==> config.mk <==
export PLATFORM = sky130hd
export DESIGN_NAME = change_dispenser
export DESIGN_NICKNAME = d
export VERILOG_FILES = /design/src/rtl/change_dispenser_pkg.sv /design/src/rtl/change_dispenser_alu.sv /design/src/rtl/change_dispenser.sv
export SDC_FILE = /design/constraint.sdc
export NUM_CORES = 1
export LEC_CHECK = 0
export ABC_CLOCK_PERIOD_IN_PS = 4140
export CAP_MARGIN = 10
export CORE_UTILIZATION = 45
export CTS_CLUSTER_SIZE = 30
export DETAILED_ROUTE_END_ITERATION = 16
export GPL_ROUTABILITY_DRIVEN = 0
export PLACE_DENSITY = 0.75
export SYNTH_ARGS = -nofsm -noshare
export SYNTH_HDL_FRONTEND = slang
export SYNTH_HIERARCHICAL = 1
export SYNTH_SLANG_ARGS = --single-unit
==> constraint.sdc <==
create_clock -name clk -period 4.14 [get_ports clk]
set_input_delay 0.414 -clock clk [delete_from_list [all_inputs] [get_ports clk]]
set_output_delay 0.414 -clock clk [all_outputs]
set_load 0.005 [all_outputs]
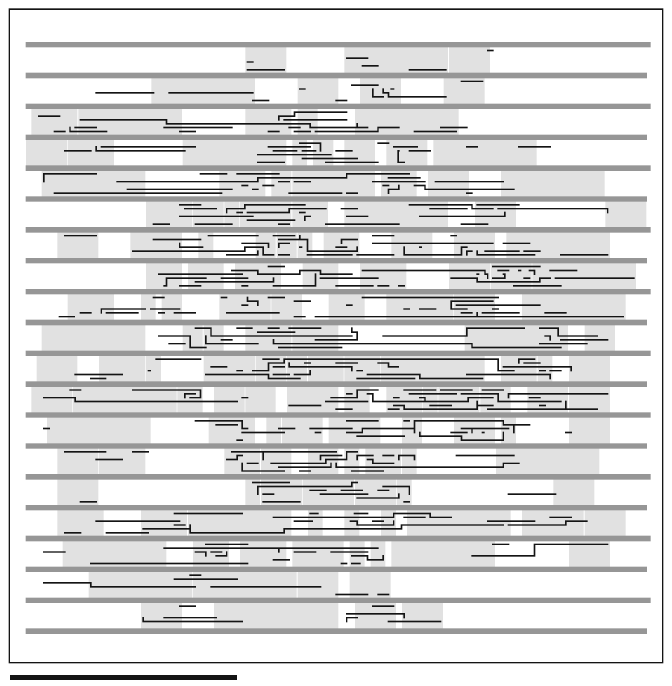
**Above:** signal wires on met1.
Bar = 20 um. Supply wires on this layer in grey. Cells faint in the background.
- nets with wire on the layer: 148
- share of all routed wire: 45%
- longest straight run: 27.1 um
detailed-route wire length: 2920 um
total via count after detailed routing: 1,040

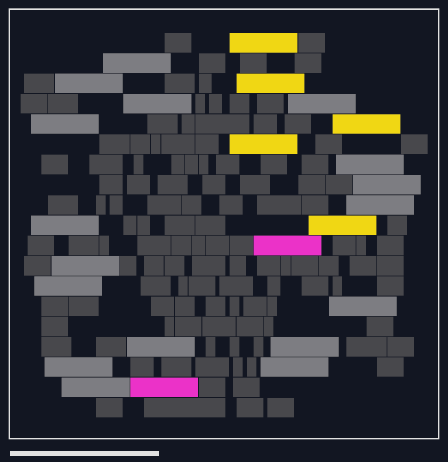
**Above:** sequential cells grouped by signal name.
Bar = 20 um.
- magenta: r_state (flops 2)
- yellow: change_total (flops 5)
storage element area: 601 um2
Finished Core Util: 60.2%

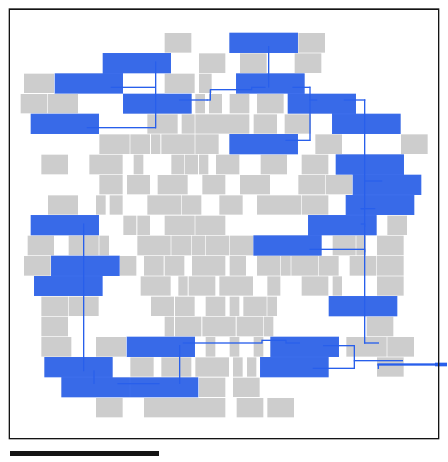
**Above:** I/O nets highlighted.
Bar = 20 um.
- blue: rst_n (bits 1; direction input; edge right; end cells 24; wire 182 um)
number of I/O port buffers: 24
count of pins on the block boundary: 25

==> summary.txt <==
Notes on the flow run.

- The HPWL after detailed placement is 2190 um.
- Looking at the clock tree report, the H-tree level count equals 1.
- After layout the clock buffers and inverters come to 3.09% of cell area.
- The share of layout cells above drive strength 1 is 16.7%, for reference.
- In this run the most used layer during global routing was met2.
- The logic share of the area is 42.6%, for reference.
- The number of max-slew violations in the final report is 0, for reference.
- The number of buffers and inverters on the critical path is 1.
- Global routing consumed, on the met3 layer, 3.85% of the routing resources.
- The number of tapcells is 31, for reference.
- The path class of the lowest-slack min-delay path is primary input to async pin, for reference.
- The arrival time of data at the critical path endpoint is 4060 ps, for reference.
- TritonRoute reported its final design rule violation total as 2.
- The final hold slack is 407 ps, for reference.
- Per the OpenROAD floorplan log, the width of the die is 57.5 um.
- After detailed routing, the number of vias per cell comes to 5.94.
- The placement row count is 19, for reference.
- The clock buffer count is 3, for reference.
- The commonest register cell after synthesis is sky130_fd_sc_hd__dfrtp_1, for reference.
- The cell count listed in synth_stat.txt is 120, for reference.
- The net total in the final layout is 168, for reference.
- The fraction of the mapped netlist area in compound gates is 19.1%, for reference.
- Per STA, the worst path accumulates the most delay in the family simple AND/OR/NAND/NOR gates.
- The area of the chip is 0.00330 mm2, for reference.
- STA classifies the critical path startpoint as a flop.
- The final-report hold violation count is 0, for reference.
- After detailed routing, the met3 layer carries 158 um of wire.
- The startpoint-to-endpoint class of the critical path is flop to flop, for reference.
- For the final routed database, the setup TNS stands at 0 ps.
- The delay of the slowest cell on the worst path is 540 ps, for reference.
- The share of the synthesized netlist area taken by xor and xnor gates is 5.06%, for reference.
- The checks that failed: DRC.
- The first global-routing pass estimated 4970 um of wire.
- The CTS clock-pin slew for the worst setup and hold paths is 140 ps, for reference.
- On the final layout, the worst clock skew is 9.22 ps.
- The number of warnings reported in the stage logs is 29.
- Counting I/O delays and the setup requirement, the final critical path takes 3810 ps.
- The simple-gate area share of the yosys netlist is 5.70%, for reference.
- The run finished, with violations left.
- The Yosys warning count is 6, for reference.
- The OpenROAD report gives the critical path a required time of 4400 ps.
- The post-CTS hold buffer count recorded in the log is 0.
- The final layout report lists a filler cell count of 248.
- The final-layout non-clock buffer area share is 15.0%, for reference.
- The post-synth tally of flip-flops with integrated enable is 0, for reference.
